`config.mk`:
```
export PLATFORM = sky130hd
export DESIGN_NAME = spi_xfer_queue
export DESIGN_NICKNAME = d
export VERILOG_FILES = /design/src/rtl/spi_xfer_queue_pkg.sv /design/src/rtl/sync_fifo.sv /design/src/rtl/spi_xfer_queue.sv
export SDC_FILE = /design/constraint.sdc
export NUM_CORES = 1
export LEC_CHECK = 0
export CORE_MARGIN = 2
export CORE_UTILIZATION = 50
export DETAILED_ROUTE_END_ITERATION = 10
export PLACE_DENSITY = 0.71
export SLEW_MARGIN = 30
export SYNTH_ARGS = -nofsm -noshare
export SYNTH_HDL_FRONTEND = slang
export SYNTH_SLANG_ARGS = --single-unit
```
`constraint.sdc`:
```
create_clock -name clk -period 5.5 [get_ports clk]
set_input_delay 0.55 -clock clk [delete_from_list [all_inputs] [get_ports clk]]
set_output_delay 0.55 -clock clk [all_outputs]
set_load 0.005 [all_outputs]
```
`src/rtl/spi_xfer_queue_pkg.sv`:
```
// rtl/spi_xfer_queue_pkg.sv - shared widths and FSM state encodings for the SPI byte queue
package spi_xfer_queue_pkg;

    localparam int BYTE_W = 8;

    localparam logic [1:0] ST_IDLE    = 2'd0;
    localparam logic [1:0] ST_REQ     = 2'd1;
    localparam logic [1:0] ST_XFER    = 2'd2;
    localparam logic [1:0] ST_CAPTURE = 2'd3;

endpackage

```
`src/rtl/sync_fifo.sv`:
```
// rtl/sync_fifo.sv - first-word fall-through FIFO with AW+1 bit wrapping pointers
module sync_fifo
    import spi_xfer_queue_pkg::*;
#(
    parameter int W         = BYTE_W,
    parameter int DEPTH     = 8,
    parameter int AW        = 3,
    // When set, a push into a full FIFO succeeds if a pop is taken in the same cycle.
    parameter bit FULL_PASS = 1'b0
) (
    input  logic          clk,
    input  logic          rst,
    input  logic          push,
    input  logic [W-1:0]  din,
    input  logic          pop,
    output logic [W-1:0]  dout,
    output logic          full,
    output logic          empty,
    output logic [AW:0]   count
);

    logic [W-1:0] mem [DEPTH];
    logic [AW:0]  wptr;
    logic [AW:0]  rptr;
    logic         do_push;
    logic         do_pop;

    assign empty   = (wptr == rptr);
    assign full    = (wptr[AW] != rptr[AW]) && (wptr[AW-1:0] == rptr[AW-1:0]);
    assign count   = wptr - rptr;
    assign dout    = mem[rptr[AW-1:0]];
    assign do_pop  = pop && !empty;
    assign do_push = push && (!full || (FULL_PASS && do_pop));

    always_ff @(posedge clk or posedge rst) begin
        if (rst) begin
            wptr <= '0;
            rptr <= '0;
        end else begin
            if (do_push) wptr <= wptr + 1'b1;
            if (do_pop)  rptr <= rptr + 1'b1;
        end
    end

    always_ff @(posedge clk) begin
        if (do_push) mem[wptr[AW-1:0]] <= din;
    end

endmodule

```
`src/rtl/spi_xfer_queue.sv`:
```
// rtl/spi_xfer_queue.sv - TX/RX byte queues and exchange sequencer in front of the SPI master
module spi_xfer_queue
    import spi_xfer_queue_pkg::*;
#(
    parameter int DEPTH   = 8,
    parameter int AW      = 3,
    parameter int REQ_TMO = 64
) (
    input  logic              clk,
    input  logic              rst,
    input  logic              wr_en,
    input  logic [BYTE_W-1:0] wr_data,
    output logic              tx_full,
    input  logic              rd_en,
    output logic [BYTE_W-1:0] rd_data,
    output logic              rx_empty,
    output logic [AW:0]       rx_count,
    output logic [BYTE_W-1:0] spi_data_in,
    output logic              spi_ready,
    input  logic              spi_ss,
    input  logic [BYTE_W-1:0] spi_data_out,
    output logic              busy,
    output logic              rx_ovf,
    output logic              req_tmo,
    input  logic              clr_err
);

    localparam int TW = $clog2(REQ_TMO + 1);

    logic [1:0]        state;
    logic [1:0]        state_d;
    logic              ss_s1;
    logic              ss_s2;
    logic [TW-1:0]     tmo_cnt;
    logic [BYTE_W-1:0] tx_dout;
    logic              tx_empty;
    logic [AW:0]       tx_count;
    logic [AW:0]       tx_cnt_d;
    logic              rx_full;
    logic              tx_pop;
    logic              tx_push_ok;
    logic              rx_push;
    logic              ovf_set;
    logic              tmo_hit;

    assign tx_pop     = (state == ST_IDLE) && !tx_empty;
    assign tx_push_ok = wr_en && !tx_full;
    assign rx_push    = (state == ST_CAPTURE);
    // A full RX FIFO with rd_en this cycle still accepts the byte.
    assign ovf_set    = rx_push && rx_full && !rd_en;
    assign tmo_hit    = (state == ST_REQ) && ss_s2 && (tmo_cnt == TW'(REQ_TMO - 1));
    assign tx_cnt_d   = tx_count + (AW+1)'(tx_push_ok) - (AW+1)'(tx_pop);

    sync_fifo #(.W(BYTE_W), .DEPTH(DEPTH), .AW(AW), .FULL_PASS(1'b0)) u_tx_fifo (
        .clk   (clk),
        .rst   (rst),
        .push  (wr_en),
        .din   (wr_data),
        .pop   (tx_pop),
        .dout  (tx_dout),
        .full  (tx_full),
        .empty (tx_empty),
        .count (tx_count)
    );

    sync_fifo #(.W(BYTE_W), .DEPTH(DEPTH), .AW(AW), .FULL_PASS(1'b1)) u_rx_fifo (
        .clk   (clk),
        .rst   (rst),
        .push  (rx_push),
        .din   (spi_data_out),
        .pop   (rd_en),
        .dout  (rd_data),
        .full  (rx_full),
        .empty (rx_empty),
        .count (rx_count)
    );

    always_comb begin
        state_d = state;
        case (state)
            ST_IDLE:    if (tx_pop) state_d = ST_REQ;
            ST_REQ:     if (!ss_s2) state_d = ST_XFER;
                        else if (tmo_hit) state_d = ST_IDLE;
            ST_XFER:    if (ss_s2) state_d = ST_CAPTURE;
            ST_CAPTURE: state_d = ST_IDLE;
            default:    state_d = ST_IDLE;
        endcase
    end

    always_ff @(posedge clk or posedge rst) begin
        if (rst) begin
            state       <= ST_IDLE;
            ss_s1       <= 1'b1;
            ss_s2       <= 1'b1;
            tmo_cnt     <= '0;
            spi_ready   <= 1'b0;
            spi_data_in <= '0;
            busy        <= 1'b0;
            rx_ovf      <= 1'b0;
            req_tmo     <= 1'b0;
        end else begin
            ss_s1   <= spi_ss;
            ss_s2   <= ss_s1;
            state   <= state_d;
            busy    <= (state_d != ST_IDLE) || (tx_cnt_d != '0);
            rx_ovf  <= ovf_set || (rx_ovf && !clr_err);
            req_tmo <= tmo_hit || (req_tmo && !clr_err);
            case (state)
                ST_IDLE: begin
                    if (tx_pop) begin
                        spi_data_in <= tx_dout;
                        spi_ready   <= 1'b1;
                        tmo_cnt     <= '0;
                    end
                end
                ST_REQ: begin
                    if (!ss_s2 || tmo_hit) spi_ready <= 1'b0;
                    else                   tmo_cnt   <= tmo_cnt + 1'b1;
                end
                default: ;
            endcase
        end
    end

endmodule

```
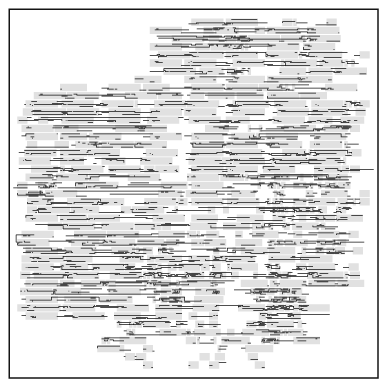
Fig. 1. The metal 1 layer (run 1).
Drawn at 3 px/µm.
longest straight run	39.1 µm
wire length on this layer	5380 µm

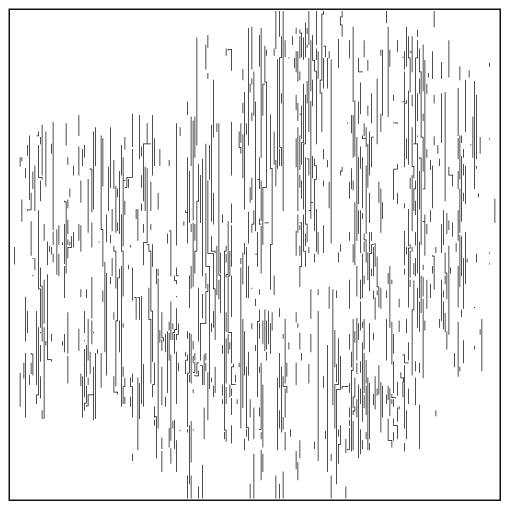
Fig. 2. Metal 2 (run 1).
Drawn at 4 px/µm.
share of all routed wire	50%
wire length on this layer	6080 µm
main direction	vertical

==> metrics.log, run 1 <==
[flow] final metrics
[metrics] Top delay family on crit path: adder cells
[metrics] pin count of the biggest net entering global routing: 40
[metrics] Die Footprint: 15000 µm²
[metrics] Avg Cell Area, Syn: 17.1 µm²
[metrics] prevailing post-synth register cell: sky130_fd_sc_hd__edfxtp_1
[metrics] path category of the worst min-delay check: reg2reg
[metrics] reg2reg end: busy
[metrics] die boundary height: 122 µm
[metrics] outcome: finished clean
[metrics] Reg2Reg Setup Slack: 1.84 ns
[metrics] end point of the worst hold path: ss_s2
[metrics] summed instance area of the synthesized netlist: 7010 µm²
[metrics] count of flip-flops with a built-in enable after synthesis: 128
[metrics] via density per instance: 5.38
[metrics] Critical Path Max Stage Delay: 0.73 ns
[metrics] total global-route track usage: 0.180
[metrics] Resized Gates After CTS: 0
[metrics] number of input and output port buffers inserted: 47
[metrics] leakage component of the power: 2.94 nW
[metrics] number of antenna violations at the first check in global routing: 0
[metrics] number of max-slew violations in the final report: 0
[metrics] routed wirelength normalized by instance count: 18.4 µm
[metrics] start point of the critical path: u_tx_fifo.rptr[2]
[metrics] Seq share, synth: 0.688
[metrics] proportion of register bits with asynchronous set or reset after synthesis: 0.234
[metrics] Critical R2R Launch: u_tx_fifo.rptr[2]
[metrics] area of the placeable core: 13800 µm²
[metrics] CTS tree: done
[metrics] synthesized instance count: 409
[metrics] fill cell total of the finished layout: 1080
[metrics] final estimated routing congestion in global placement: 0.799
[metrics] leading cell types by total area after synthesis: sky130_fd_sc_hd__edfxtp_1, sky130_fd_sc_hd__dfrtp_1, sky130_fd_sc_hd__mux4_2, sky130_fd_sc_hd__nand2_1, sky130_fd_sc_hd__xnor2_1
[metrics] iteration-0 DRC count of the detailed router: 284
[metrics] Power per Cell Area: 559 nW/µm²
[metrics] wire length of the first global-routing pass: 19700 µm
[metrics] CTS Root Buffer Type: sky130_fd_sc_hd__clkbuf_16
[metrics] Cell Chain, Critical Path: ha_1 > a41oi_2 > inv_1 > fa_1 > fa_1 > ha_1 > fa_1 > xnor2_1 > xnor2_1 > xnor2_1 > nand4_1
[metrics] clock buffer depth: 2
[metrics] total count of hold-check failures in the final report: 0
[metrics] Final period util: 0.666
[metrics] critical path data arrival time: 3.93 ns
[metrics] number of cells in Yosys stat: 409
[metrics] layer carrying the most global-route usage: met2
[metrics] number of synthesized register bits: 167
[metrics] R2R depth: 11
[metrics] hold bufs inserted after CTS: 0
[metrics] chip area from the yosys synthesis statistics: 7010 µm²
[metrics] vias in the first global route: 3674
[metrics] prevailing logic family in the synthesized netlist: multiplexers
[metrics] top post-synthesis cells by count: sky130_fd_sc_hd__edfxtp_1, sky130_fd_sc_hd__nand2_1, sky130_fd_sc_hd__dfrtp_1
[metrics] final worst slack: 1.84 ns
[metrics] unrepaired setup endpoints after global routing: no
[metrics] worst setup slack before clock tree synthesis: 1.84 ns
[metrics] total clock buffers created by CTS: 17
[metrics] count of nets after finishing: 504
[metrics] tally of yosys warning messages: 0
[metrics] setup repair bufs after CTS: 0
[metrics] overflow left after global routing: 0
[metrics] antenna diode count: 0
[metrics] worst hold path stage count: 0
[metrics] total of endpoints with negative setup slack in the final report: 0
[metrics] Layout Area Growth over Synthesis: 17.6%
[metrics] type of element capturing the critical path: flop
[metrics] count of unique library cells instantiated by Yosys: 50
[metrics] category of the worst setup path launch point: flop
[metrics] Tightest Pin Transition: 0.947 ns
[metrics] Data required, critical path: 5.76 ns
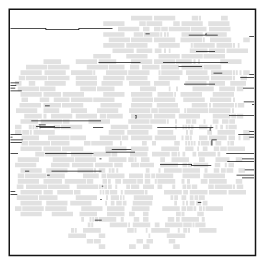
Fig. 3. M3 wires (run 1).
Drawn at 2 px/µm.
wire length on this layer	510 µm
main direction	horizontal
nets with wire on the layer	44
Via Count: 3550
met3 demand-to-capacity share in global routing: 0.0428
total wirelength of the detailed-routed design: 12100 µm

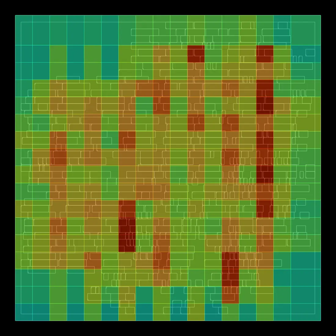
Fig. 4. Routing congestion map (run 1).
final core area utilization: 0.599
global-route met2 utilization: 0.287
met1 Use GR: 0.243

[run 1: metrics by stage]
step | utilization | instances | area, µm² | total power [mW] | hold WS [ns]
final | 0.599 | 660 | 8250 | 4.61 | 0.354
after detailed placement | 0.554 | 628 | 7630 | 3.48 | 0.347
after global routing | 0.599 | 660 | 8250 | 4.91 | 0.356
after CTS | 0.598 | 660 | 8240 | 4.67 | 0.356
after floorplan | - | 409 | 7010 | 2.96 | 0.345
after global placement | 0.554 | 628 | 7630 | 3.43 | 0.346
[run 1: worst max-delay path by stage]
stage	end	depth (start not counted)
after floorplan	busy	13
after global placement	busy	11
after detailed placement	busy	11
after CTS	busy	11
after global routing	busy	11
final	busy	11
[run 1: per-layer routing]
metal	part of all wire	wire, µm
met1	0.44	5380
met2	0.50	6080
met3	0.042	509
met4	0.012	144
met5	0	0
[run 1: placed cells by master (no fill, tap or decap), drive strengths merged, types with 2 or more instances in the layout]
cell and instances:
xnor2 19, fa 4, xor2 5, nand2 42
nand3 4, o21a 2, dfstp 2, a21oi 12
edfxtp 128, nor3 5, inv 17, mux2i 9
clkdlybuf4s50 47, clkbuf 28, nand4 6, nor2 22
mux4 32, ha 11, o21ai 9, a41oi 2
clkinvlp 2, a21o 2, buf 8, dfrtp 37
nand2b 6
[run 1: final cells by class]
class                           count  area (µm²)  share of cell area
Clock buffer                       28         559              0.0678
Clock inverter                      4        51.3             0.00622
Inverter                           17        63.8             0.00774
Multi-Input combinational cell    209        1990               0.242
Sequential cell                   167        4820               0.585
Tap cell                          180         225              0.0273
Timing Repair Buffer               55         531              0.0643
[run 1: power breakdown]
group / total (mW) / switching (mW) / internal [mW]
Sequential: 1.82 / 0.236 / 1.59
Clock: 1.18 / 0.437 / 0.740
Combinational: 1.61 / 0.736 / 0.873
Total: 4.61 / 1.41 / 3.20
==> run 1 -> run 2 <==
Clock period 5.5 ns to 3.5 ns, I/O delays scaled along.
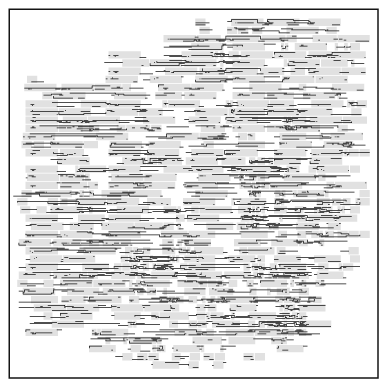
Fig. 5. The metal 1 layer (run 2).
Drawn at 3 px/µm.
main direction	horizontal
wire length on this layer	5280 µm

==> run 2 against run 1 <==
Effect of this change: sequential share of layout area down 0.99 points; total power increased by 59%; final area is 1.7% higher; clock skew decreased by 0.0041 ns; synthesized cell count unchanged; fmax grew 9.3%; count of clock-buffer cells in the layout is 8 lower; sequential power increased by 51%.
==> metrics.log, run 2 <==
[flow] final metrics
[metrics] sequential fraction of design power: 0.372 (-0.024)
[metrics] R2R depth: 12 (+1)
[metrics] P_clk: 1.80 mW (+53%)
[metrics] Clk pwr share: 0.244 (-0.011)
[metrics] Tightest Pin Transition: 0.498 ns (-0.449 ns)
[metrics] Internal Pwr Total: 5.00 mW (+56%)
[metrics] start point of the critical path: u_tx_fifo.wptr[2]
[metrics] most common logic cells in the final layout: sky130_fd_sc_hd__edfxtp_1, sky130_fd_sc_hd__clkdlybuf4s50_1, sky130_fd_sc_hd__nand2_1
[metrics] wire length of the first global-routing pass: 19900 µm (+1.2%)
[metrics] count of unique library cells instantiated by Yosys: 50 (unchanged)
[metrics] total clock buffers created by CTS: 17 (unchanged)
[metrics] reg2reg end: busy
[metrics] Layout Area Growth over Synthesis: 19.7%
[metrics] hold bufs inserted after CTS: 0 (unchanged)
[metrics] number of max-slew violations in the final report: 0 (unchanged)
[metrics] Biggest consumer: combinational cells
[metrics] antenna diode count: 0 (unchanged)
[metrics] iteration-0 DRC count of the detailed router: 288 (+1.4%)
[metrics] worst setup slack before clock tree synthesis: 0.183 ns (-1.66 ns)
[metrics] wire length on met3: 510 µm (+0.20%)
[metrics] tapcells inserted: 180 (unchanged)
[metrics] reported combinational group power: 2.82 mW (+75%)
[metrics] number of synthesized register bits: 167 (unchanged)
[metrics] via density per instance: 5.34 (-0.67%)
[metrics] prevailing post-synth register cell: sky130_fd_sc_hd__edfxtp_1
[metrics] WL met1: 5280 µm (-1.9%)
[metrics] sequential share of cell area: 0.575 (-0.00994)
[metrics] summed instance area of the synthesized netlist: 7010 µm² (unchanged)
[metrics] non-clock buffer area fraction after layout: 0.0838 (+0.0195)
[metrics] number of sequential storage elements: 167 (unchanged)
[metrics] Avg Cell Area, Syn: 17.1 µm² (unchanged)
[metrics] synthesized instance count: 409 (unchanged)
[metrics] die boundary height: 122 µm (unchanged)
[metrics] layer carrying the most global-route usage: met2
[metrics] Data required, critical path: 3.78 ns (-1.98 ns)
[metrics] switching part of the total power: 0.319 (+0.0130)
[metrics] clock network area share: 0.0695 (-0.00454)
[metrics] proportion of register bits with asynchronous set or reset after synthesis: 0.234 (unchanged)
[metrics] outcome: finished clean
[metrics] sequential power: 2.74 mW (+51%)
[metrics] number of antenna violations at the first check in global routing: 0 (unchanged)
[metrics] vias in the first global route: 3713 (+1.1%)
[metrics] count of flip-flops with a built-in enable after synthesis: 128 (unchanged)
[metrics] area of the placeable core: 13800 µm² (unchanged)
[metrics] Final period util: 0.957 (+0.292)
[metrics] type of element capturing the critical path: flop
[metrics] Critical Path Sink: busy
[metrics] global-route met2 utilization: 0.325 (+0.0382)
[metrics] setup repair bufs after CTS: 0 (unchanged)
[metrics] clock buffer count in the final layout: 20 (-29%)
[metrics] CTS Root Buffer Type: sky130_fd_sc_hd__clkbuf_16
[metrics] top post-synthesis cells by count: sky130_fd_sc_hd__edfxtp_1, sky130_fd_sc_hd__nand2_1, sky130_fd_sc_hd__dfrtp_1
[metrics] Seq share, synth: 0.688 (unchanged)
[metrics] flip-flop and latch area: 4820 µm² (unchanged)
[metrics] tally of yosys warning messages: 0 (unchanged)
[metrics] highest metal layer used by the detailed router: met4
[metrics] Non-clock inverters: 17 (unchanged)
[metrics] number of input and output port buffers inserted: 47 (unchanged)
[metrics] fraction of power consumed by combinational cells: 0.383 (+0.034)
[metrics] Via Count: 3649 (+2.8%)
[metrics] final estimated routing congestion in global placement: 0.742 (-7.1%)
[metrics] final hold slack: 0.285 ns (-0.0694 ns)
[metrics] number of signal-net buffers in the layout: 78 (+42%)
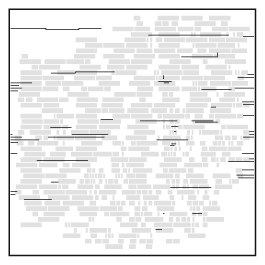
Fig. 6. M3 wires (run 2).
Drawn at 2 px/µm.
main direction	horizontal
share of all routed wire	4.0%

## run 2: netlist changes by cell type in the layout (fill, tap and decap cells not counted), moves of 2 or more
cell	delta
sky130_fd_sc_hd__clkinv_4	+4
sky130_fd_sc_hd__clkbuf_1	-4
sky130_fd_sc_hd__inv_6	+3
sky130_fd_sc_hd__clkbuf_16	-2
sky130_fd_sc_hd__clkbuf_8	-2
sky130_fd_sc_hd__buf_4	+23
sky130_fd_sc_hd__clkinv_2	+2
## run 2: critical path, cell delays in order (launching register included)
cell                      delay [ns]
sky130_fd_sc_hd__dfrtp_1        0.40
sky130_fd_sc_hd__inv_1          0.08
sky130_fd_sc_hd__ha_1           0.31
sky130_fd_sc_hd__buf_4          0.16
sky130_fd_sc_hd__a41oi_4        0.11
sky130_fd_sc_hd__fa_1           0.45
sky130_fd_sc_hd__fa_1           0.47
sky130_fd_sc_hd__ha_1           0.24
sky130_fd_sc_hd__fa_1           0.39
sky130_fd_sc_hd__xnor2_1        0.20
sky130_fd_sc_hd__xnor2_1        0.16
sky130_fd_sc_hd__xnor2_1        0.14
sky130_fd_sc_hd__nand4_1        0.10
## run 2: logic make-up (layout without fill, tap and decap cells)
kind of cell	Yosys count	in the layout	synth area share
AND-OR/OR-AND	35	35	0.0380
XOR/XNOR	24	24	0.0353
adder cells (fa/ha/maj)	15	15	0.0311
buffers and inverters	33	127	0.0280
flip-flops	167	167	0.688
multiplexers	42	42	0.119
AND/OR/NAND/NOR	93	93	0.0602
## run 2: per-stage QoR
stage	total power, mW	utilization	area [µm²]	cells
2_1_floorplan	4.66	-	7010	409
3_3_place_gp	5.50	0.567	7800	651
3_5_place_dp	5.62	0.567	7800	651
4_1_cts	7.44	0.609	8390	683
5_1_grt	7.81	0.609	8390	683
6_report	7.35	0.609	8390	683
No activity file was given, so power comes from the tool's default toggle rates.
